## src/rtl/dco_period_meter.sv

```systemverilog
// Measures the DCO period in clk cycles over 2^GATE_LOG2 DCO periods and reports the sum and the average.
// Optional lock detector (target_period/lock_tol/locked) is built when DCO_PERIOD_LOCK_DETECT_EN is defined.
module dco_period_meter #(
    parameter int unsigned GATE_LOG2 = 4,
    parameter int unsigned CNT_W     = 16,
    parameter int unsigned TIMEOUT   = 1023
) (
    input  logic             clk,
    input  logic             rst_n,
    input  logic             ena,
    input  logic             dco_in,
    input  logic             start,
    input  logic             continuous,
`ifdef DCO_PERIOD_LOCK_DETECT_EN
    input  logic [7:0]       target_period,
    input  logic [3:0]       lock_tol,
    output logic             locked,
`endif
    output logic             busy,
    output logic             meas_valid,
    output logic [CNT_W-1:0] period_sum,
    output logic [7:0]       period_avg,
    output logic             overflow,
    output logic             timeout
);
    localparam int unsigned EDGE_W = 9;
    localparam int unsigned GAP_W  = $clog2(TIMEOUT + 1);
    localparam logic [EDGE_W-1:0] GATE_N   = EDGE_W'(2 ** GATE_LOG2);
    localparam logic [GAP_W-1:0]  GAP_LIM  = GAP_W'(TIMEOUT);
    localparam logic [CNT_W-1:0]  AVG_MAX  = CNT_W'(255);

    typedef enum logic [1:0] {IDLE, ARM, MEASURE, DONE} state_t;

    state_t             state_q, state_d;
    logic               dco_q;
    logic               rise;
    logic [CNT_W-1:0]   cyc_q, cyc_d, cyc_inc;
    logic [EDGE_W-1:0]  edge_cnt_q, edge_cnt_d, edge_inc;
    logic [GAP_W-1:0]   gap_q, gap_d, gap_inc;
    logic [CNT_W-1:0]   sum_d, avg_full;
    logic [7:0]         avg_sat, avg_d;
    logic               ovf_d, tmo_d, valid_d, busy_d, tmo_evt, cyc_full;

    assign rise     = dco_in & ~dco_q;
    assign cyc_full = (cyc_q == '1);
    assign cyc_inc  = cyc_full ? cyc_q : cyc_q + CNT_W'(1);
    assign edge_inc = edge_cnt_q + EDGE_W'(1);
    assign gap_inc  = gap_q + GAP_W'(1);
    assign avg_full = cyc_inc >> GATE_LOG2;
    assign avg_sat  = (avg_full > AVG_MAX) ? 8'hFF : 8'(avg_full);

    // Edge-detect register runs regardless of ena
    always_ff @(posedge clk) begin
        if (!rst_n) dco_q <= 1'b0;
        else        dco_q <= dco_in;
    end

    // State and datapath registers; ena low freezes everything and drops the valid pulse
    always_ff @(posedge clk) begin
        if (!rst_n) begin
            state_q    <= IDLE;
            cyc_q      <= '0;
            edge_cnt_q <= '0;
            gap_q      <= '0;
            period_sum <= '0;
            period_avg <= '0;
            overflow   <= 1'b0;
            timeout    <= 1'b0;
            meas_valid <= 1'b0;
            busy       <= 1'b0;
        end else if (ena) begin
            state_q    <= state_d;
            cyc_q      <= cyc_d;
            edge_cnt_q <= edge_cnt_d;
            gap_q      <= gap_d;
            period_sum <= sum_d;
            period_avg <= avg_d;
            overflow   <= ovf_d;
            timeout    <= tmo_d;
            meas_valid <= valid_d;
            busy       <= busy_d;
        end else begin
            meas_valid <= 1'b0;
        end
    end

    // Next-state and next-output logic
    always_comb begin
        state_d    = state_q;
        cyc_d      = cyc_q;
        edge_cnt_d = edge_cnt_q;
        gap_d      = gap_q;
        sum_d      = period_sum;
        avg_d      = period_avg;
        ovf_d      = overflow;
        tmo_d      = timeout;
        valid_d    = 1'b0;
        tmo_evt    = 1'b0;
        case (state_q)
            IDLE: begin
                if (start) begin
                    state_d = ARM;
                    ovf_d   = 1'b0;
                    tmo_d   = 1'b0;
                    gap_d   = '0;
                end
            end
            ARM: begin
                if (rise) begin
                    state_d    = MEASURE;
                    cyc_d      = '0;
                    edge_cnt_d = '0;
                    gap_d      = '0;
                end else if (gap_inc == GAP_LIM) begin
                    state_d = IDLE;
                    tmo_evt = 1'b1;
                end else begin
                    gap_d = gap_inc;
                end
            end
            MEASURE: begin
                cyc_d = cyc_inc;
                if (cyc_full) ovf_d = 1'b1;
                if (rise) begin
                    edge_cnt_d = edge_inc;
                    gap_d      = '0;
                    if (edge_inc == GATE_N) begin
                        sum_d   = cyc_inc;
                        avg_d   = avg_sat;
                        valid_d = 1'b1;
                        state_d = DONE;
                    end
                end else if (gap_inc == GAP_LIM) begin
                    state_d = IDLE;
                    tmo_evt = 1'b1;
                end else begin
                    gap_d = gap_inc;
                end
            end
            DONE: begin
                if (continuous) begin
                    state_d = ARM;
                    ovf_d   = 1'b0;
                    tmo_d   = 1'b0;
                    gap_d   = '0;
                end else begin
                    state_d = IDLE;
                end
            end
            default: state_d = IDLE;
        endcase
        if (tmo_evt) tmo_d = 1'b1;
        busy_d = (state_d != IDLE);
    end

`ifdef DCO_PERIOD_LOCK_DETECT_EN
    logic [1:0] hit_q, hit_d;
    logic       locked_d, in_tol;
    logic [7:0] diff;

    // Counts consecutive in-tolerance results; the fourth consecutive hit declares lock
    always_comb begin
        diff     = (avg_sat >= target_period) ? avg_sat - target_period : target_period - avg_sat;
        in_tol   = (diff <= {4'b0000, lock_tol});
        hit_d    = hit_q;
        locked_d = locked;
        if (tmo_evt) begin
            hit_d    = 2'd0;
            locked_d = 1'b0;
        end else if (valid_d) begin
            if (ovf_d || !in_tol) begin
                hit_d    = 2'd0;
                locked_d = 1'b0;
            end else if (hit_q == 2'd3) begin
                locked_d = 1'b1;
            end else begin
                hit_d = hit_q + 2'd1;
            end
        end
    end

    always_ff @(posedge clk) begin
        if (!rst_n) begin
            hit_q  <= 2'd0;
            locked <= 1'b0;
        end else if (ena) begin
            hit_q  <= hit_d;
            locked <= locked_d;
        end
    end
`else
    // Lock detector not built in this configuration.
`endif

endmodule
```

## config.mk

```make
export PLATFORM = sky130hd
export DESIGN_NAME = dco_period_meter
export DESIGN_NICKNAME = d
export VERILOG_FILES = /design/src/rtl/dco_period_meter.sv
export SDC_FILE = /design/constraint.sdc
export NUM_CORES = 1
export LEC_CHECK = 0
export CAP_MARGIN = 20
export CORE_ASPECT_RATIO = 1.2
export CORE_MARGIN = 2
export CORE_UTILIZATION = 41
export DETAILED_ROUTE_END_ITERATION = 6
export PLACE_DENSITY = 0.64
export REMOVE_ABC_BUFFERS = 1
export SLEW_MARGIN = 5
export SYNTH_ARGS = -nofsm -noshare
export SYNTH_HDL_FRONTEND = slang
export SYNTH_SLANG_ARGS = --single-unit
export TNS_END_PERCENT = 20
```

## constraint.sdc

```tcl
create_clock -name clk -period 5.6 [get_ports clk]
set_input_delay 1.4 -clock clk [delete_from_list [all_inputs] [get_ports clk]]
set_output_delay 1.4 -clock clk [all_outputs]
set_load 0.01 [all_outputs]
```

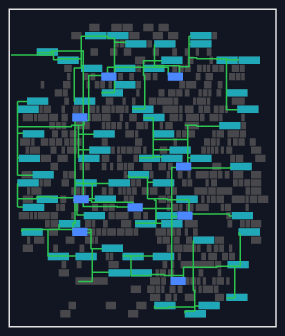
(clock distribution)
[blue] cells driving clock nets | count: 9
[cyan] flip-flops | count: 66
[green] clock wires | length: 939 um
routed clock nets: 10
flops lie: spread over the die
relative contribution of the clock network to total power: 42.8%
power attributed to the clock group: 0.000402 W
clock latency on the worst-skew pair: 0.35 ns

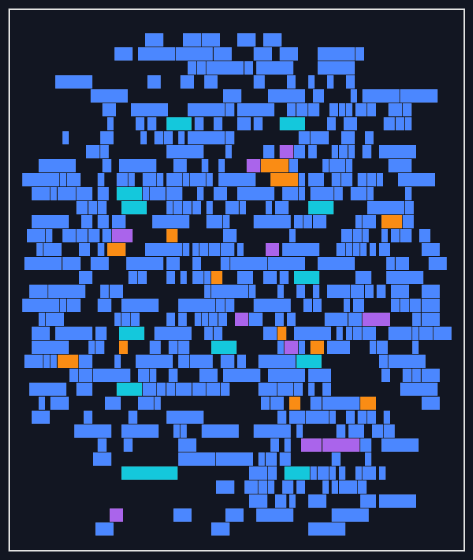
(sizing map)
[purple] drive 3 to 4 | cells: 10 | share: 2.2%
[blue] drive 1 or less | cells: 424 | share: 93%
[cyan] drive 6 and up | cells: 12 | share: 2.6%
[orange] drive 2 | cells: 12 | share: 2.6%

==> impl_metrics.ini <==
; implementation run metrics
[yosys]
ys_dominant_reg_cell = sky130_fd_sc_hd__dfxtp_1
synth_area_leader_cell = sky130_fd_sc_hd__dfxtp_1
syn-cell-area_um2 = 3490
synthesis.area_per_instance_um2 = 8.10
synth_seq_share_pct = 37.8
synth.ff_latch_count = 66
number_of_cells_in_yosys_stat = 431
ys_top_cells_by_area = sky130_fd_sc_hd__dfxtp_1 (38%), sky130_fd_sc_hd__a21oi_1 (5.7%), sky130_fd_sc_hd__nor2_1 (4.7%)
number_of_enable_flip_flop_cells = 0
postSynthCellCount = 431
yosys.area.top_type_share_pct = 37.8

[sta]
period_minus_slack_ns = 3.50
timing.final.crit_share_pct = 62.5
final_critical_path_setup_slack_ns = 2.10
skew_ns = 0.0129
aggregate_negative_setup_slack_ns = 0
setup_repair_after_global_routing_missed_its_margin = false
timing.hold.ws_ns = 0.478
maxClockFrequency_mhz = 286

[setup_path]
cpMaxStageDelayCell = sky130_fd_sc_hd__clkdlybuf4s50_1
critPathLaunchType = input pin
crit_top_cell = sky130_fd_sc_hd__a21oi_1
reg2reg_from = state_q[0]
crit_path_max_fanout = 19
worstReg2RegEnd = period_avg[1]
criticalPathCategory = input pin to register

[final_layout]
layout.cells.non_filler = 572
design_area_um2 = 4060
final_core_utilization_pct = 49.5
num-nets-final = 470
flow.area_growth_from_synthesis_pct = 16.3
antenna-diode-count = 0

[drt]
wl_met2_um = 4150
drc_violations = 0
routed_wire_length_per_instance_um = 15.0
route.antenna.remaining_nets = 0
drt_first_iter_violations = 152

[clocking]
clk_pin_slew_ns = 0.08
cts_inserted_buffers = 9
numClockSinks = 66
tritoncts = built
clock_tree.root_cell = sky130_fd_sc_hd__clkbuf_8
postCtsHoldBufs = 0
post_cts_resize_count = 0

[global_route]
first_global_vias = 2968
maximum_number_of_pins_on_one_net_before_global_route_repair = 32
grt_most_used_layer = met2

[pwr]
max-vdd-ir-drop_mv = 0.115

[flow_run]
cap_violations = 0

[status]
run_status = complete, no violations

[floorplanning]
boundaryPins = 34
total_die_size_um2 = 9280
die_h_um = 105
rows = 36
fp-utilization_pct = 42.6
die-width_um = 88.3

[hold_path]
holdCritStartpoint = timeout
min_delay_worst_endpoint = timeout

[place]
dpl.cell_count = 558
placedInstanceArea_um2 = 3870
pre_cts_slack_ns = 1.75
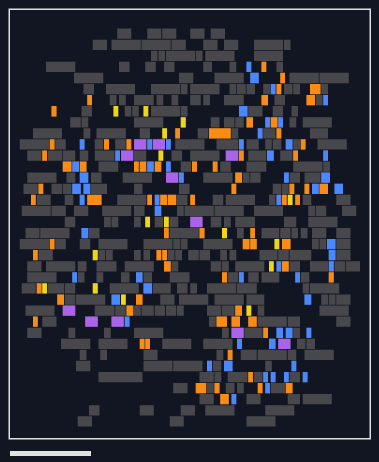
(gate families picked out)
Scale bar: 20 um.
[orange] NOR gates | cells: 74
[yellow] inverters | cells: 16
[purple] XOR/XNOR gates | cells: 11
[blue] NAND gates | cells: 58

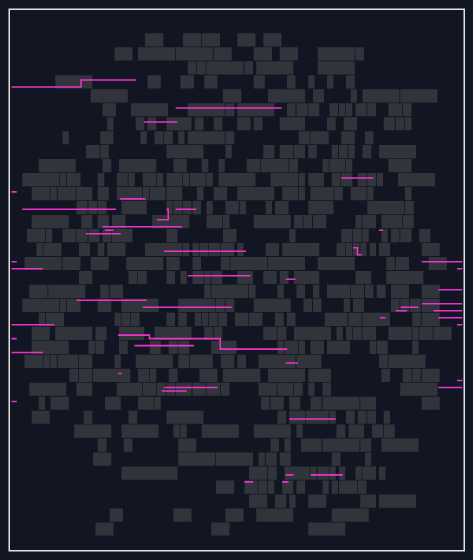
(the metal 3 layer)
Cells faint in the background.
share of all routed wire: 3.7%
main direction: horizontal
longest straight run: 20.2 um
detailed-route wire length: 8560 um
met3 track demand over resource in global routing: 3.71%
vias after detailed routing: 3207

-- state kept, by name (all words and copies together), names as in the netlist --
signal      flops
timeout         1
overflow        1
period_sum     16
dco_q           1
edge_cnt_q      9
period_avg      8
gap_q          10
state_q         2
busy            1
meas_valid      1
cyc_q          16
-- worst max-delay path by stage --
stage          slack, ns       endpoint    from  depth (start not counted)
6_report            2.10  period_avg[1]     ena                          7
5_1_grt             1.82  period_avg[1]  dco_in                          8
2_1_floorplan       1.28  period_avg[7]  dco_in                          6
3_5_place_dp        1.75  period_avg[1]     ena                          7
4_1_cts             2.13  period_avg[1]     ena                          7
3_3_place_gp        1.81  period_avg[7]  dco_in                          8
-- synthesized netlist by cell type, drive strengths merged, types with 5 or more instances --
cell	n
o21ai	33
nand2	34
a211oi	13
clkbuf	14
dfxtp	66
buf	11
a31oi	7
a22oi	11
nor3	18
ha	9
nand3	14
nor2	45
and2	6
a21o	11
mux2i	7
xnor2	9
a32o	5
a21oi	41
or3	6
nand4	6
and3	7
inv	16
-- layout by cell type, fill, tap and decap left out, drive strengths merged, types with 2 or more instances in the layout --
| cell | netlist | routed |
|---|---|---|
| dfxtp | 66 | 66 |
| nor2 | 45 | 45 |
| a21oi | 41 | 41 |
| nand2 | 34 | 34 |
| o21ai | 33 | 33 |
| clkdlybuf4s50 | 0 | 33 |
| nor3 | 18 | 18 |
| inv | 16 | 16 |
| nand3 | 14 | 14 |
| a211oi | 13 | 13 |
| a22oi | 11 | 11 |
| clkbuf | 14 | 11 |
| a21o | 11 | 11 |
| xnor2 | 9 | 9 |
| ha | 9 | 9 |
| a31oi | 7 | 7 |
| and3 | 7 | 7 |
| mux2i | 7 | 7 |
| nand4 | 6 | 6 |
| buf | 11 | 6 |
| or3 | 6 | 6 |
| and2 | 6 | 6 |
| a32o | 5 | 5 |
| nand2b | 4 | 4 |
| nor4 | 4 | 4 |
| and4 | 3 | 3 |
| nor2b | 3 | 3 |
| nor3b | 3 | 3 |
| o31ai | 3 | 3 |
| xor2 | 2 | 2 |
| a41oi | 2 | 2 |
| or2 | 2 | 2 |
| mux2 | 2 | 2 |
| o21a | 2 | 2 |
| clkinv | 0 | 2 |
| or4 | 2 | 2 |
-- cells by family after synthesis --
kind of cell,Yosys count,synth area share [%]
AND/OR/NAND/NOR,159,22.7
AND-OR/OR-AND,135,24.9
flip-flops,66,37.8
buffers and inverters,42,5.95
XOR/XNOR,11,2.76
multiplexers,9,2.65
adder cells (fa/ha/maj),9,3.22
-- tightest hold or removal path, cell delays in order (launching register included) --
cell and delay, ns:
sky130_fd_sc_hd__dfxtp_1 0.31, sky130_fd_sc_hd__o21ai_0 0.06, sky130_fd_sc_hd__a21oi_1 0.06
-- where the power goes --
| part | leakage, nW | switching, W | internal (W) |
|---|---|---|---|
| sequential | 0.532 | 0.00000349 | 0.000472 |
| clock | 0.101 | 0.000178 | 0.000224 |
| combinational | 0.771 | 0.0000410 | 0.0000202 |
-- final cells by class --
class,instances,area [um2]
Clock inverter,3,40.0
Clock buffer,11,151
Inverter,16,60.1
Multi-Input combinational cell,323,1970
Tap cell,114,143
Timing Repair Buffer,39,375
Sequential cell,66,1320
Fill cell,838,4140
Power is estimated from default activity; no workload was simulated.
